<file path="src/rtl/adc_sample_collector.sv">
// adc_sample_collector: round-robin ADC sample poller feeding a FWFT FIFO with overflow and gap counters
// Optional ADC_COLLECT_TIMESTAMP_EN stores current_time alongside each sample.
module adc_sample_collector #(
  parameter int MIN_CHANNEL = 0,
  parameter int MAX_CHANNEL = 1,
  parameter int FIFO_AW     = 4
) (
  input  logic               clk,
  input  logic               reset,
  input  logic               collect_en,
  input  logic               time_running,
  input  logic               clear,
  output logic               output_sample,
  output logic [7:0]         channel_select,
  input  logic [31:0]        sample_data,
  input  logic [31:0]        current_time,
  output logic [31:0]        out_data,
  output logic [31:0]        out_time,
  output logic               out_valid,
  input  logic               out_ready,
  output logic [FIFO_AW:0]   fifo_count,
  output logic [15:0]        overflow_count,
  output logic [15:0]        gap_count
);
  localparam int DEPTH = 2 ** FIFO_AW;
`ifdef ADC_COLLECT_TIMESTAMP_EN
  localparam int DW = 64;
`else
  localparam int DW = 32;
`endif
  typedef enum logic [1:0] {IDLE, REQ, CAPTURE} state_t;
  state_t state, state_n;
  logic [2:0] ch, ch_n;
  logic [7:0] seen;
  logic [15:0] last_seq [8];
  logic [15:0] seq;
  logic run, is_new, gap, pop, full, push, ovf;
  logic [FIFO_AW-1:0] wr_ptr, rd_ptr;
  logic [DW-1:0] mem [DEPTH];
  logic [DW-1:0] head, entry;
  assign run = collect_en & time_running;
  assign seq = sample_data[31:16];
  always_comb begin
    state_n = state == IDLE ? (run ? REQ : IDLE) : state == REQ ? CAPTURE : (run ? REQ : IDLE);
    ch_n = state == CAPTURE ? (ch == 3'(MAX_CHANNEL) ? 3'(MIN_CHANNEL) : ch + 3'd1) : ch;
    is_new = state == CAPTURE && sample_data != 32'd0 && !(seen[ch] && seq == last_seq[ch]);
    gap = is_new && seen[ch] && seq != last_seq[ch] + 16'd1;
    pop = out_ready & out_valid;
    full = fifo_count == (FIFO_AW+1)'(DEPTH);
    push = is_new & (~full | pop);
    ovf = is_new & full & ~pop;
  end
  always_ff @(posedge clk or posedge reset) begin
    if (reset) begin
      state <= IDLE;
      ch <= 3'(MIN_CHANNEL);
      output_sample <= 1'b0;
      channel_select <= 8'd0;
      wr_ptr <= '0;
      rd_ptr <= '0;
      fifo_count <= '0;
      overflow_count <= 16'd0;
      gap_count <= 16'd0;
      seen <= 8'd0;
      for (int i = 0; i < 8; i++) last_seq[i] <= 16'd0;
    end else begin
      state <= state_n;
      ch <= ch_n;
      output_sample <= state_n == REQ;
      channel_select <= state_n == REQ ? {5'd0, ch_n} : channel_select;
      if (clear) begin
        wr_ptr <= '0;
        rd_ptr <= '0;
        fifo_count <= '0;
        overflow_count <= 16'd0;
        gap_count <= 16'd0;
        seen <= 8'd0;
      end else begin
        if (push) wr_ptr <= wr_ptr + 1'b1;
        if (pop) rd_ptr <= rd_ptr + 1'b1;
        fifo_count <= fifo_count + (FIFO_AW+1)'(push) - (FIFO_AW+1)'(pop);
        if (ovf && overflow_count != 16'hFFFF) overflow_count <= overflow_count + 16'd1;
        if (gap && gap_count != 16'hFFFF) gap_count <= gap_count + 16'd1;
        if (is_new) begin
          seen[ch] <= 1'b1;
          last_seq[ch] <= seq;
        end
      end
    end
  end
`ifdef ADC_COLLECT_TIMESTAMP_EN
  assign entry = {current_time, sample_data};
  assign out_time = out_valid ? head[63:32] : 32'h0;
`else
  logic unused_time;
  assign entry = sample_data;
  assign unused_time = ^current_time;
  assign out_time = 32'h0;
`endif
  // storage needs no reset; only occupancy decides what is visible
  always_ff @(posedge clk) if (push && !clear) mem[wr_ptr] <= entry;
  assign head = mem[rd_ptr];
  assign out_valid = fifo_count != '0;
  assign out_data = out_valid ? head[31:0] : 32'h0;
endmodule

</file>
<file path="config.mk">
export PLATFORM = sky130hd
export DESIGN_NAME = adc_sample_collector
export DESIGN_NICKNAME = d
export VERILOG_FILES = /design/src/rtl/adc_sample_collector.sv
export SDC_FILE = /design/constraint.sdc
export NUM_CORES = 1
export LEC_CHECK = 0
export CAP_MARGIN = 20
export CORE_MARGIN = 2
export CORE_UTILIZATION = 64
export CTS_CLUSTER_DIAMETER = 100
export CTS_CLUSTER_SIZE = 14
export DETAILED_ROUTE_END_ITERATION = 16
export HOLD_SLACK_MARGIN = 0.03
export PLACE_DENSITY = 0.85
export SLEW_MARGIN = 20
export SYNTH_ARGS = -nofsm -noshare
export SYNTH_HDL_FRONTEND = slang
export SYNTH_SLANG_ARGS = --single-unit
export TNS_END_PERCENT = 20
</file>
<file path="constraint.sdc">
create_clock -name clk -period 17.7 [get_ports clk]
set_clock_uncertainty 0.1 [all_clocks]
set_input_delay 1.77 -clock clk [delete_from_list [all_inputs] [get_ports clk]]
set_output_delay 1.77 -clock clk [all_outputs]
set_load 0.02 [all_outputs]
</file>
metal_density.png
The die is cut into 22 by 22 equal tiles; dark blue is low, red is high, scaled to the fullest tile. Values are wire area over tile area, all layers added.
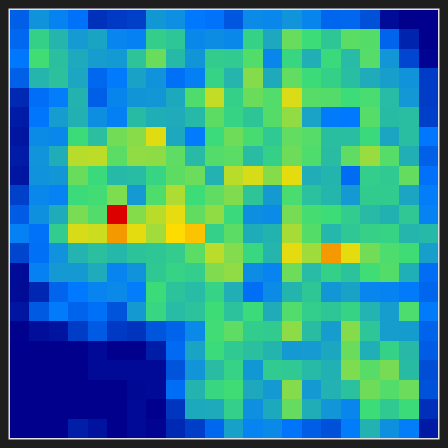
23% of the tiles are over half the peak. The fullest tile reaches 0.66. The mean over all tiles is 0.24.
via count: 15.8k
wire length per cell: 29.2 microns
GRT Util Overall: 0.298
final wirelength: 69.2 mm

clk_routes.png
Bar = 50 microns.
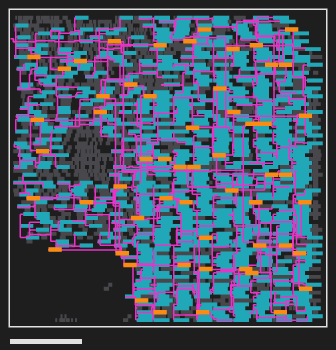
Cyan stands for flip-flops, count 702. Orange stands for clock drivers, count 56. Magenta stands for clock wires, length 7460 microns.
There are 57 routed clock nets.
clock share of power: 0.278
clock-net power: 0.00112 W
clk ins delay skew pair: 0.62 ns

sizes.png
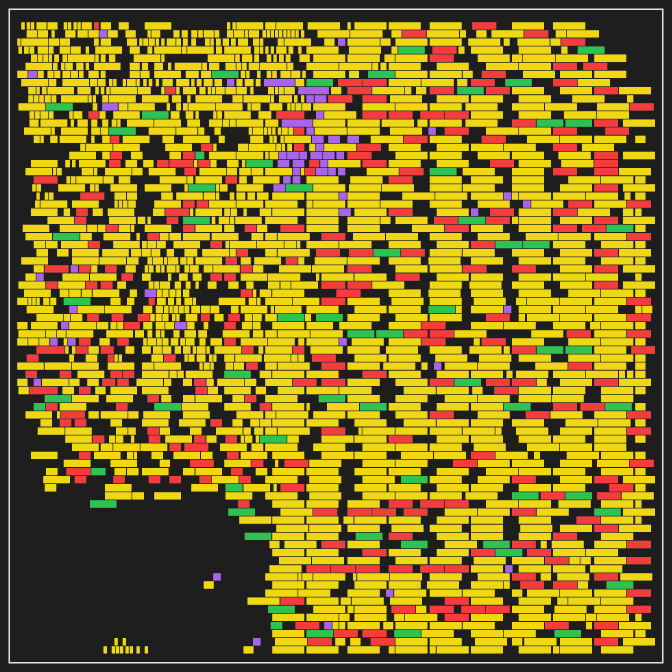
Purple stands for _3 and _4 cells, cells 55. Yellow stands for _0 and _1 cells, cells 1393. Red stands for _2 cells, cells 265. Green stands for _6 and larger, cells 61.
design area: 0.0327 sq mm
Layout area overhead: 10.6%

flops_by_reg.png
Bar = 50 microns. Other sequential cells in the stronger grey, the rest of the logic in the fainter grey.
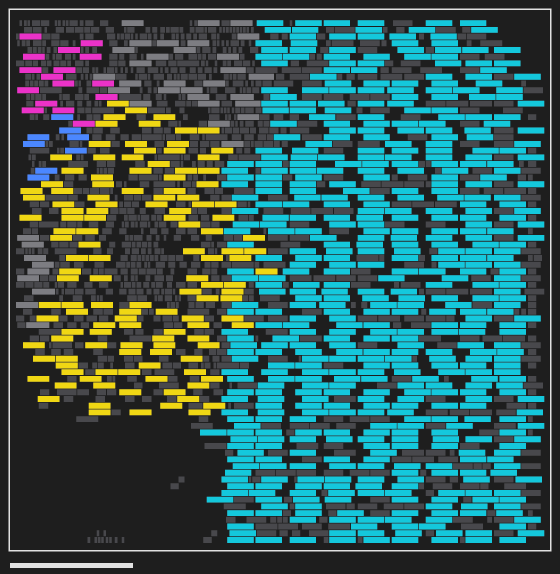
Cyan stands for mem, flops 512. Yellow stands for last_seq, flops 128, where left middle. Magenta stands for gap_count, flops 16, where top left. Blue stands for seen, flops 8, where top left.
fraction of area in registers: 0.617
Finished Core Util: 0.718
sequential power: 0.00189 W
storage element area: 0.0201 sq mm

placement.png
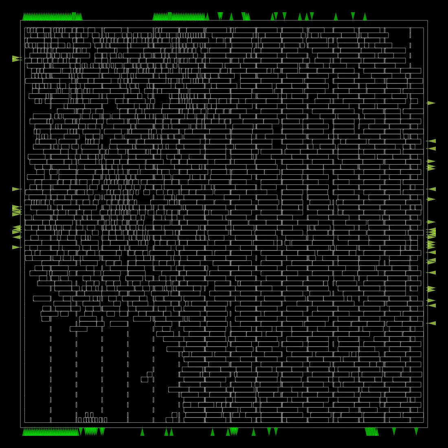
Fillers: 2690
# rows: 78
count of non-filler cells in the finished layout: 2375
flip-flops: 702
core box area: 0.0455 sq mm

==> ci_impl_report.md <==
### Yosys + OpenROAD results

| Metric | Value |
|---|---|
| Status | `finished clean` |
| Max Transition Viols Final | `0` |
| GRT met1 Usage | `0.383` |
| Sequential share of power | `0.469` |
| Hold Slack | `0.338 ns` |
| Worst Setup EP | `out_data[23]` |
| Post-synthesis chip area from yosys | `0.0295 sq mm` |
| CTS Hold Bufs | `0` |
| Critical Path Source | `rd_ptr[0]` |
| Sequential area share after synthesis | `0.681` |
| Ys async rst share | `0.271` |
| Root buffer cell | `clkbuf_16` |
| R2R Path End | `fifo_count[4]` |
| Critical path depth | `6` |
| Switch Pwr | `0.00113 W` |
| RSZ-0062 raised after global routing | `no` |
| Leak | `11.3 nW` |
| GR peak layer | `met2` |
| Total die area | `0.0479 sq mm` |
| Die Wd | `219 microns` |
| Top cell category | `flip-flops and latches` |
| NonClk Buf Share | `0.0425` |
| Buf+Inv Stages, Crit Path | `3` |
| Critical path endpoint category | `primary output` |
| Met3 Use GR | `0.0450` |
| Final Power | `0.00403 W` |
| Number of global-route vias before repair | `16.6k` |
| Post-CTS setup buffer count | `0` |
| Combinational group power | `0.00102 W` |
| Regs by FF count | `mem x512, last_seq x128` |
| Setup slack, reg-to-reg | `11.97 ns` |
| Synthesized area per cell | `17.9 sq um` |
| Yosys warning count | `0` |
| Element type at the critical path start | `register` |
| Total grt overflow | `0` |
| Met2 Use GR | `0.516` |
| Min-delay src | `state[1]` |
| Largest delay share family, worst path | `buffers and inverters` |
| Yosys top cell by area | `edfxtp_1` |
| Combinational share of power | `0.252` |
| Clock buffer cells | `70` |
| Pin count of the biggest net entering global routing | `103` |
| Clk buf depth | `3` |
| Post-synth top flop | `edfxtp_1` |
| Port buffer count | `111` |
| Top Layout Cells | `edfxtp_1 (512), dfrtp_1 (184), mux4_2 (169), clkdlybuf4s50_1 (110), mux2_2 (79)` |
| Max-area cell share | `0.520` |
| Signal buffers | `148` |
| # IOs | `181` |
| Rel. slew slack | `0.223` |
| CTS tree | `yes` |
| Worst Hold Depth | `1` |
| Final setup fails | `0` |
| Max Cap Viol | `0` |
| Largest register FFs | `512` |
| Post-CTS Resized | `0` |
| Multi-In Gates | `826` |
| Number of enable flip-flop cells | `512` |
| Antenna Violating Nets Remaining | `0` |
| Share of cells above drive strength 1 | `0.215` |
| DR pass1 iterations | `6` |
| Tool warnings | `64` |
| CTS sink count | `702` |
| Tcrit/Tclk final | `0.408` |
| Commonest Layout Cell | `edfxtp_1` |
| Cell Type Count | `76` |
| Tap Cells | `600` |
| Minimum clock period | `7.23 ns` |
| Sw Share | `0.281` |
| Cell Pwr Density | `123 mW/mm^2` |
| Cells after synthesis | `1653` |
| FF+latch count, synth | `702` |
| Comb/total area | `0.269` |
| CTS Buf Count | `56` |
| Worst Setup Path Type | `register to primary output` |
| Final hold viol count | `0` |
| Worst slew pin tran | `1.16 ns` |
| ClkCell Share | `0.0459` |
| DP Wirelength | `36.4 mm` |
| Slowest Stage Delay on Critical Path | `1.03 ns` |
| Crit path DRT | `15.83 ns` |
| Critical Path AT | `5.36 ns` |
| Top reg by flops | `mem` |
| Setup TNS | `0 ns` |
| Worst-path cell chain | `buf_4 > buf_4 > mux4_2 > mux4_2 > and2_1 > clkdlybuf4s50_1` |
| Synth top cell by count | `edfxtp_1` |
| P_int | `0.00290 W` |
| Pwr top | `sequential cells` |
| Pre-Place Util | `0.650` |
| Via density | `6.67` |
| R2R depth | `16` |
| Logic area | `0.00879 sq mm` |
| Worst ir drop on vdd | `0.0973 mV` |
| Min-Delay Path Class | `register to register` |
| R2r startpoint | `ch[1]` |
| N_diodes | `1` |
| First-pass GRT wire length | `103 mm` |
| Hold Path Sink | `state[1]` |
| Top cells by area | `edfxtp_1 (52%), dfrtp_1 (16%), mux4_2 (13%)` |
| Die H | `219 microns` |
| Most frequent cells after synthesis | `edfxtp_1 (512), dfrtp_1 (190), mux4_2 (169), mux2_2 (79), mux2_1 (64)` |
| # DRC | `0` |
| Signal inverters | `25` |
| Routability cong. | `0.856` |
| # Cells Yosys | `1653` |
==> cell families after synthesis <==
logic type	share of synthesized area
simple gates	0.0475
mux	0.197
other cells	0.000127
compound gates	0.0261
buf+inv	0.0294
fa+ha+maj	0.00618
flops	0.681
xor+xnor	0.0119
==> metrics by stage <==
| stage | setup WS (ns) | std cells | cell area (sq um) |
|---|---|---|---|
| after floorplan | 10.66 | 1689 | 29700 |
| after global placement | 11.13 | 2301 | 31200 |
| after detailed placement | 11.11 | 2301 | 31200 |
| after CTS | 10.34 | 2374 | 32700 |
| after global routing | 10.10 | 2375 | 32700 |
| final | 10.47 | 2375 | 32700 |
==> layer usage <==
layer / wire length [microns] / up-vias
met5: 13 / -
met4: 2730 / 2
met2: 36300 / 834
li1: - / 6568
met1: 24900 / 8257
met3: 5310 / 170
No activity file was given, so power comes from the tool's default toggle rates.
